$ cat config.mk
export PLATFORM = sky130hd
export DESIGN_NAME = vic_nested
export DESIGN_NICKNAME = d
export VERILOG_FILES = /design/src/rtl/vic_nested.sv
export SDC_FILE = /design/constraint.sdc
export NUM_CORES = 1
export LEC_CHECK = 0
export CAP_MARGIN = 20
export CORE_MARGIN = 5
export CORE_UTILIZATION = 40
export CTS_CLUSTER_SIZE = 14
export DETAILED_ROUTE_END_ITERATION = 10
export PLACE_DENSITY = 0.64
export SYNTH_ARGS = -nofsm -noshare
export SYNTH_HDL_FRONTEND = slang
export SYNTH_SLANG_ARGS = --single-unit
$ cat constraint.sdc
create_clock -name clk -period 86.8 [get_ports clk]
set_input_delay 8.68 -clock clk [delete_from_list [all_inputs] [get_ports clk]]
set_output_delay 8.68 -clock clk [all_outputs]
set_load 0.02 [all_outputs]
$ cat src/rtl/vic_nested.sv
`default_nettype none
// +--------------------------------------------------------------------------+
// | vic_nested : nested vectored interrupt controller with PC/CC save stack  |
// | Revision   : 1.0                                                         |
// +--------------------------------------------------------------------------+
module vic_nested #(
  parameter int                N_SRC      = 31,
  parameter int                PRIO_W     = 2,
  parameter int                NEST_DEPTH = 4,
  parameter int                ADDR_W     = 32,
  parameter logic [ADDR_W-1:0] VEC_BASE   = 'h0000_0100,
  parameter int                VEC_STRIDE = 4,
  localparam int               DATA_W     = PRIO_W + 2,
  localparam int               DEPTH_W    = $clog2(NEST_DEPTH + 1)
) (
  input  logic               clk,
  input  logic               rst,
  input  logic [ADDR_W-1:0]  i_PC,
  input  logic [3:0]         i_CCodes,
  input  logic [DATA_W-1:0]  i_VIC_data,
  input  logic [4:0]         i_VIC_regaddr,
  input  logic               i_VIC_we,
  input  logic [N_SRC-1:0]   i_ext,
  input  logic               i_reti,
  output logic [DATA_W-1:0]  o_VIC_data,
  output logic [ADDR_W-1:0]  o_VIC_iaddr,
  output logic               o_VIC_ctrl,
  output logic               o_VIC_ret,
  output logic [3:0]         o_CCodes,
  output logic [DEPTH_W-1:0] o_nest_depth
);

  localparam logic [4:0] GEN_ADDR = 5'd31;

  // Per-source config word: {prio, mode, enable}
  logic [DATA_W-1:0]  cfg_q [N_SRC];
  logic               gen_q;
  logic [N_SRC-1:0]   ext_prev_q;
  logic [N_SRC-1:0]   pending_q, pending_d;

  logic [ADDR_W-1:0]  stk_pc_q   [NEST_DEPTH];
  logic [3:0]         stk_cc_q   [NEST_DEPTH];
  logic [PRIO_W-1:0]  stk_prio_q [NEST_DEPTH];
  logic [DEPTH_W-1:0] depth_q;

  logic               ctrl_q, ret_q;
  logic [ADDR_W-1:0]  iaddr_q;
  logic [3:0]         cc_q;

  logic [ADDR_W-1:0]  top_pc;
  logic [3:0]         top_cc;
  logic [PRIO_W-1:0]  top_prio;

  logic               win_valid;
  logic [4:0]         win_idx;
  logic [PRIO_W-1:0]  win_prio;

  logic               do_ret, do_take;

  always_comb begin
    top_pc   = '0;
    top_cc   = '0;
    top_prio = '0;
    for (int e = 0; e < NEST_DEPTH; e++) begin
      if (depth_q == DEPTH_W'(e + 1)) begin
        top_pc   = stk_pc_q[e];
        top_cc   = stk_cc_q[e];
        top_prio = stk_prio_q[e];
      end
    end
  end

  // Strict greater-than keeps the lowest index on priority ties.
  always_comb begin
    win_valid = 1'b0;
    win_idx   = '0;
    win_prio  = '0;
    for (int k = 0; k < N_SRC; k++) begin
      if (pending_q[k] && cfg_q[k][0] &&
          (depth_q == '0 || cfg_q[k][DATA_W-1:2] > top_prio)) begin
        if (!win_valid || cfg_q[k][DATA_W-1:2] > win_prio) begin
          win_valid = 1'b1;
          win_idx   = 5'(k);
          win_prio  = cfg_q[k][DATA_W-1:2];
        end
      end
    end
  end

  // A return always beats a take; the popped level is re-arbitrated next cycle.
  assign do_ret  = i_reti && (depth_q != '0);
  assign do_take = !do_ret && win_valid && gen_q && (depth_q < DEPTH_W'(NEST_DEPTH));

  always_comb begin
    pending_d = '0;
    for (int k = 0; k < N_SRC; k++) begin
      if (cfg_q[k][1]) begin
        pending_d[k] = (pending_q[k] & ~(do_take && win_idx == 5'(k)))
                     | (i_ext[k] & ~ext_prev_q[k]);
      end else begin
        pending_d[k] = i_ext[k];
      end
    end
  end

  always_ff @(posedge clk) begin
    if (rst) begin
      for (int k = 0; k < N_SRC; k++) cfg_q[k] <= '0;
      for (int e = 0; e < NEST_DEPTH; e++) begin
        stk_pc_q[e]   <= '0;
        stk_cc_q[e]   <= '0;
        stk_prio_q[e] <= '0;
      end
      gen_q      <= 1'b0;
      ext_prev_q <= '0;
      pending_q  <= '0;
      depth_q    <= '0;
      ctrl_q     <= 1'b0;
      ret_q      <= 1'b0;
      iaddr_q    <= '0;
      cc_q       <= '0;
    end else begin
      ext_prev_q <= i_ext;
      pending_q  <= pending_d;

      if (i_VIC_we) begin
        for (int k = 0; k < N_SRC; k++) begin
          if (i_VIC_regaddr == 5'(k)) cfg_q[k] <= i_VIC_data;
        end
        if (i_VIC_regaddr == GEN_ADDR) gen_q <= i_VIC_data[0];
      end

      ctrl_q  <= 1'b0;
      ret_q   <= 1'b0;
      iaddr_q <= '0;
      cc_q    <= '0;

      if (do_ret) begin
        ctrl_q  <= 1'b1;
        ret_q   <= 1'b1;
        iaddr_q <= top_pc;
        cc_q    <= top_cc;
        depth_q <= depth_q - 1'b1;
      end else if (do_take) begin
        ctrl_q  <= 1'b1;
        iaddr_q <= VEC_BASE + ADDR_W'(win_idx) * ADDR_W'(VEC_STRIDE);
        depth_q <= depth_q + 1'b1;
        for (int e = 0; e < NEST_DEPTH; e++) begin
          if (depth_q == DEPTH_W'(e)) begin
            stk_pc_q[e]   <= i_PC;
            stk_cc_q[e]   <= i_CCodes;
            stk_prio_q[e] <= win_prio;
          end
        end
      end
    end
  end

  always_comb begin
    o_VIC_data = '0;
    for (int k = 0; k < N_SRC; k++) begin
      if (i_VIC_regaddr == 5'(k)) o_VIC_data = cfg_q[k];
    end
    if (i_VIC_regaddr == GEN_ADDR) o_VIC_data = DATA_W'(gen_q);
  end

  assign o_VIC_ctrl   = ctrl_q;
  assign o_VIC_ret    = ret_q;
  assign o_VIC_iaddr  = iaddr_q;
  assign o_CCodes     = cc_q;
  assign o_nest_depth = depth_q;

endmodule
`default_nettype wire

==> images/sizing.png <==
Scale bar: 50 um.
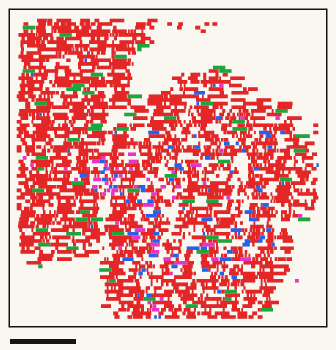
legend:
  x3 and x4:
    colour: magenta
    cells: 55
    share: 2.4%
  x6 and larger:
    colour: green
    cells: 56
    share: 2.5%
  x2:
    colour: blue
    cells: 86
    share: 3.8%
  x1 and smaller:
    colour: red
    cells: 2069
    share: 91%

==> images/m4.png <==
Supply wires on this layer in grey.
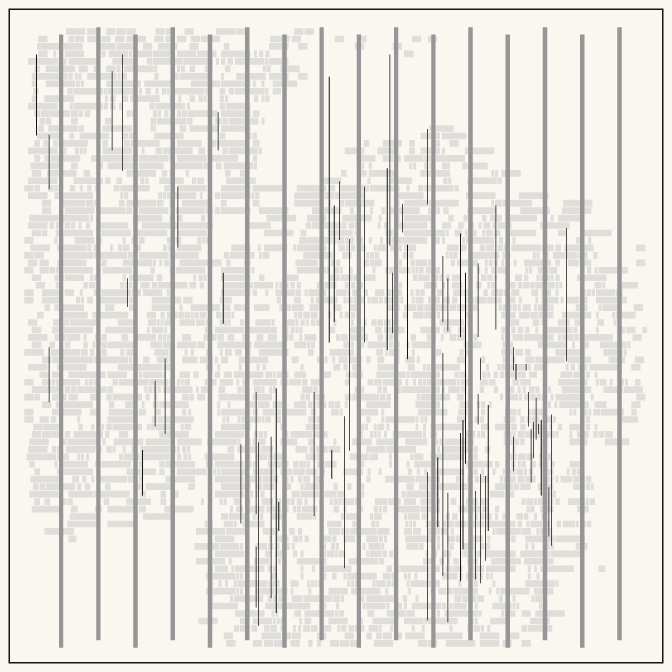
main direction: vertical
longest straight run: 96.6 um
total wirelength of the detailed-routed design: 63.83 mm
Vias: 16.96k

==> flow_metrics.rpt <==
=== SYNTHESIS / PLACE & ROUTE SUMMARY ===
----------------------------------------------------
[Cells and area]
  Number of standard cells in the layout, taps in and fillers out ........................ 2948
  Clock tree buffer count of the final layout ........................ 48
  Filler cell count in the final layout ........................ 4796
  Layout clock area frac ........................ 6.169%
  Number of ordinary and repair buffers in the finished layout ........................ 154
  Multi-input gate count ........................ 1582
  Seq/total area ........................ 42.75%
  Area occupied by multi-input gates ........................ 9821 sq um
  Proportion of layout cells with a drive suffix above 1 ........................ 8.694%
  Reg area ........................ 10370 sq um
  Combinational share of cell area ........................ 40.49%

[Logic synthesis]
  Distinct cell type count after synthesis ........................ 106
  Average cell area after synthesis ........................ 9.777 sq um
  Share of synthesized area occupied by flip-flops and latches ........................ 50.01%
  Cell count after synthesis ........................ 2121
  Warnings from Yosys ........................ 0
  Number of register bits inferred by synthesis ........................ 380
  Area share of the largest cell type after synthesis ........................ 39.97%
  Post-synth tally of flip-flops with integrated enable ........................ 276
  Number of nets at floorplan ........................ 2308
  Chip area in the Yosys report ........................ 20740 sq um

[Placed design]
  Post-DP HPWL ........................ 43.56 mm
  Global placement routability congestion ........................ 1.009
  Inst Count DP ........................ 2866
  Port Buf Inserts ........................ 124

[Detailed routing]
  Number of optimization iterations in the first detailed-route pass ........................ 6
  Number of remaining DRC errors ........................ 0
  DRC violation total after the first TritonRoute iteration ........................ 1835
  Met3 layer wire length in the routed design ........................ 6.003 mm

[Worst setup path]
  Count of cells along the worst register-to-register path ........................ 214
  Crit. End Element ........................ flip-flop
  Family with the most delay on the worst path ........................ AND-OR/OR-AND gates
  Critical Path Source ........................ o_nest_depth[1]$_SDFFE_PP0P_
  Cell with the most instances on the worst path ........................ ha_1
  Largest incremental delay on the critical path ........................ 580 ps
  Startpoint of the most critical register-to-register path ........................ o_nest_depth[1]$_SDFFE_PP0P_
  Worst setup path class ........................ flip-flop to flip-flop
  Levels on crit path ........................ 214

[Clock tree]
  Hold-fix buffer count after cts ........................ 0
  Clk sinks ........................ 380
  CTS tree ........................ built

[Power]
  P_sw ........................ 197.0 uW
  Comb pwr share ........................ 29.6%
  Portion of total power attributed to the clock network ........................ 33.5%
  Power density over the cells ........................ 23.53 nW/um^2

[Floorplan]
  Ports placed on the boundary ........................ 125
  X dimension of the die ........................ 237.7 um
  Die footprint ........................ 56500 sq um
  Placement Rows ........................ 83
  Count of inserted tapcells ........................ 680
  Core area ........................ 51300 sq um

[Final timing]
  Number of pins exceeding their max-slew limit in the final report ........................ 0
  Post-route fraction of the period consumed by the critical path ........................ 52.68%
  Final count of negative-setup-slack endpoints ........................ 0
  Headroom to the max-slew limit ........................ 33.90%
  Final Hold Vio Count ........................ 0
  Worst Max-Slew Pin Slew ........................ 989.3 ps
  Final clock skew ........................ 25.75 ps

[Hold path]
  Hold Crit Endpoint ........................ pending_q[10]$_SDFF_PP0_
  Type of the tightest min-delay check ........................ flip-flop to flip-flop

[Run status]
  Outcome ........................ completed

[Global routing]
  Routing usage on met3 ........................ 5.221%
  Initial antenna violation count ........................ 3
  Wire length of the first global-routing pass ........................ 97.41 mm
  Met2 usage ........................ 34.75%
  Grt peak-use layer ........................ met2

[Run]
  Max-capacitance violation count ........................ 0

----------------------------------------------------
==> images/layers.png <==
Scale bar: 50 um.
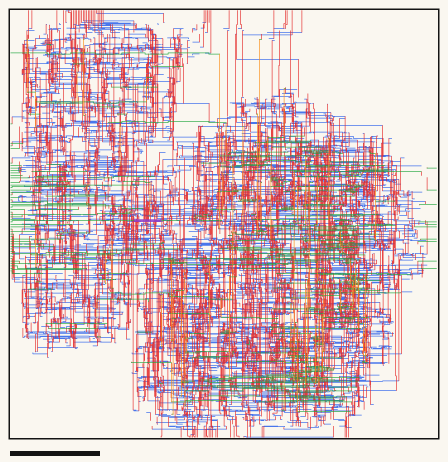
legend:
  M1:
    colour: blue
    wire_length: 26.6 mm
  M2:
    colour: red
    wire_length: 29.1 mm
  M5:
    colour: purple
    wire_length: 13.8 um
  M4:
    colour: orange
    wire_length: 2140 um
  M3:
    colour: green
    wire_length: 6000 um

-- cells by family after synthesis --
kind of cell	count (synthesis)	share of synthesized area [%]
AND-OR/OR-AND	518	16.73
multiplexers	35	2.359
flip-flops	380	50.01
AND/OR/NAND/NOR	918	21.26
buffers and inverters	159	2.993
adder cells (fa/ha/maj)	110	6.607
XOR/XNOR	1	0.04224
-- flip-flops by register name, indices dropped and copies added (netlist names) --
signal,flops
gen_q,1
o_VIC_ret,1
stk_pc_q,128
cfg_q,124
ext_prev_q,31
o_VIC_iaddr,32
stk_prio_q,8
o_CCodes,4
stk_cc_q,16
o_nest_depth,3
pending_q,31
o_VIC_ctrl,1
-- through the flow --
step | hold slack (ps) | cell area (sq um) | util [%] | total power, uW | setup slack [ps]
after CTS | 472.5 | 24250 | 47.27 | 570.2 | 41830
after global routing | 488.8 | 24250 | 47.27 | 598.6 | 37880
final | 469.6 | 24260 | 47.28 | 570.7 | 41070
after floorplan | 444.2 | 20740 | - | 324.2 | 45490
after global placement | 455.2 | 22760 | 44.36 | 373.7 | 44240
after detailed placement | 460.3 | 22760 | 44.36 | 379.1 | 42000
-- cell usage in the layout (no fill, tap or decap), types with 46 or more instances in the layout --
master and count:
ha_1 106, o21ai_0 120, nor2_1 194, nor2b_1 70, a21oi_1 137, nand2_1 365
dfxtp_1 104, a22oi_1 46, clkdlybuf4s50_1 121, and2_1 157, inv_1 69, edfxtp_1 276
-- power by group through the flow --
stage                     registers [uW]  logic [uW]  clock network [uW]
after floorplan                      212         112                   0
after global placement               214         160                   0
after detailed placement             214         165                   0
after CTS                            210         166                 194
after global routing                 211         185                 203
final                                210         169                 191
Power figures rest on the tool's default switching activity, not on a simulated workload.
